Figure 1. Placed standard cells.
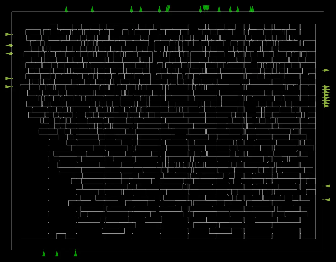
Figure 2. Met1 routing.
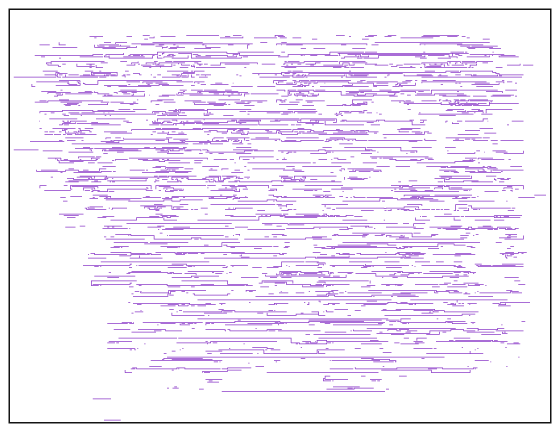
Figure 3. Cell area per tile.
The die is cut into 15 by 12 equal tiles; white is low, dark blue is high, 0 to 100% covered.
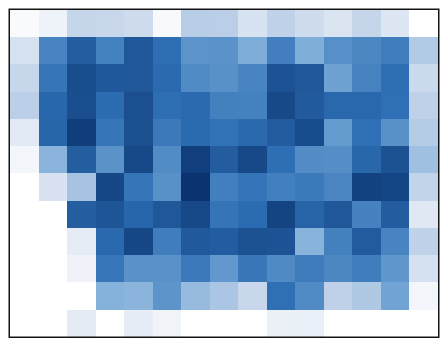
Design range_sequencer_flat, sky130hd; sources not shown.
==> notes.md <==
Notes on the flow outputs.

- The antenna diode instance count is 0.
- The cell-mix breakdown from Yosys lists the simple-gate area share as 8.906%.
- The total placed cells including tap cells is 868.
- For this design the total switching power over the nets is 1.761 mW.
- The cell depth of the worst setup path is 16.
- The routed length on met2 is 8.780 mm.
- The number of clock sinks came to 175.
- The final timing report gives a worst setup slack of -0.06253 ns.
- Counting instances, the worst hold path has a depth of 2.
- The layout-stage area growth over the synthesis result is 21.30%.
- met2 track demand over resource after global routing is 31.92%.
- The plain and repair buffers instantiated in the layout total 112.
- The pin count of the biggest net entering global routing reads 48.
- The post-synthesis chip area from yosys is 8008 sq um.
- Per the Yosys statistics, synthesis produced 589 cells.
- Setup repair after global routing could not meet its margin everywhere.
- The global routing report lists met3 layer usage as 4.079%.
- Checking max transition, the worst relative margin is 50.97%.
- The area taken by multi-input combinational cells is reported as 3153 sq um.
- The CTS tree is yes.
- The net count after synthesis reads 634.
- Per report_power, the clock group accounts for 26.3% of the total.
- The report shows a maximum critical-path fanout of 5.
- The top power consumer group reads sequential cells.
- 356 cells are multi-input combinational gates.
- For this run the top cell type by instance count after synthesis was sky130_fd_sc_hd__edfxtp_1.
- The clock skew after layout is 0.01941 ns.
- The clock transition at the register clock pins on the worst setup and hold paths after CTS reads 0.09 ns.
- The number of cell rows reads 39.
- The clock network power is 1.55 mW.
- The post-synthesis instance total reads 589.
- After synthesis, the share of cell area in mux cells is 12.17%.
- The combinational group power reads 1.84 mW.
- The die outline area is 18,120 sq um.
- The final core area utilization reads 62.79%.
- The critical path is of the reg -> reg type.
- The number of antenna violations at the first check in global routing reads 0.
- The checks that failed: setup timing.
- The highest-utilization routing layer at the global route stage reads met2.
- The register with the most flip-flops in the layout has 128 of them.
- The kind of path behind the tightest hold check reads in -> reg.
- The clock tree root buffer cell is sky130_fd_sc_hd__clkbuf_8.
- The flow ran to the end, but the final reports show violations.
- The number of buffers added by the clock tree synthesis step reads 17.
- The combinational fraction of the cell area is 32.46%.
- The fraction of registers with async set/reset reads 0%.
- Based on the critical path, the design can be clocked at up to 288.8 MHz.
- The placement-stage cell area reads 9024 sq um.
- STA puts the critical path data required time at 3.74 ns.
- The proportion of layout cells with a drive suffix above 1 is 26.92%.
- After its last routability iteration, the placer logged a weighted congestion of 0.8905.
- The topmost layer with routed signal wires reads met4.
- The final-report setup violation count reads 2.
- The net count reported at finish is 734.
- The count of input and output buffers is 34.
- The adder-cell area share of the yosys netlist reads 5.250%.
- The largest individual stage delay along the critical path comes from the cell sky130_fd_sc_hd__dfxtp_2.
- The worst reg2reg path depth reads 16.
- Per the OpenROAD floorplan log, the width of the die is 154.1 um.
- The arrival time of the worst setup path is 3.81 ns.
## Picture notes: Figure 1
sequential cell area share: 49.39%
count of sequential standard cells: 175

## Picture notes: Figure 2
nets with wire on the layer: 700
longest straight run: 79.1 um
met1 usage: 30.39%
vias after detailed routing: 5,280
routed wire length: 18.65 mm

## Picture notes: Figure 3
mean over tiles: 52%
tiles over 75% full: 30%
fullest tile: 99%
nearly empty tiles: 12%
Pre-Place Util: 51.77%
placeable core region: 15,470 sq um

==> cells in the final DEF, fill, tap and decap left out, types with 10 or more instances in the layout <==
master / instances
sky130_fd_sc_hd__buf_4: 74
sky130_fd_sc_hd__nor2_1: 74
sky130_fd_sc_hd__dfxtp_1: 37
sky130_fd_sc_hd__inv_1: 29
sky130_fd_sc_hd__mux2i_1: 12
sky130_fd_sc_hd__a21oi_1: 22
sky130_fd_sc_hd__clkdlybuf4s50_1: 26
sky130_fd_sc_hd__dfxtp_2: 10
sky130_fd_sc_hd__clkbuf_8: 18
sky130_fd_sc_hd__mux4_2: 32
sky130_fd_sc_hd__a211oi_1: 18
sky130_fd_sc_hd__ha_1: 24
sky130_fd_sc_hd__edfxtp_1: 128
sky130_fd_sc_hd__nor2b_1: 13
sky130_fd_sc_hd__a22oi_1: 19
sky130_fd_sc_hd__nand2_1: 19
==> worst reg2reg max path, stage by stage, from the launching register on <==
cell and delay, ns:
sky130_fd_sc_hd__dfxtp_2 0.35, sky130_fd_sc_hd__inv_1 0.06, sky130_fd_sc_hd__ha_4 0.26, sky130_fd_sc_hd__nand4_1 0.13, sky130_fd_sc_hd__or2_1 0.27, sky130_fd_sc_hd__o21a_1 0.14
sky130_fd_sc_hd__nor3_4 0.22, sky130_fd_sc_hd__buf_12 0.14, sky130_fd_sc_hd__mux2_4 0.32, sky130_fd_sc_hd__ha_4 0.22, sky130_fd_sc_hd__nor2b_1 0.12, sky130_fd_sc_hd__o21ai_1 0.18
sky130_fd_sc_hd__a21boi_1 0.11, sky130_fd_sc_hd__o21a_1 0.23, sky130_fd_sc_hd__or3_1 0.35, sky130_fd_sc_hd__a32oi_1 0.19, sky130_fd_sc_hd__nor2_1 0.07
Power and IR drop assume default switching activity.
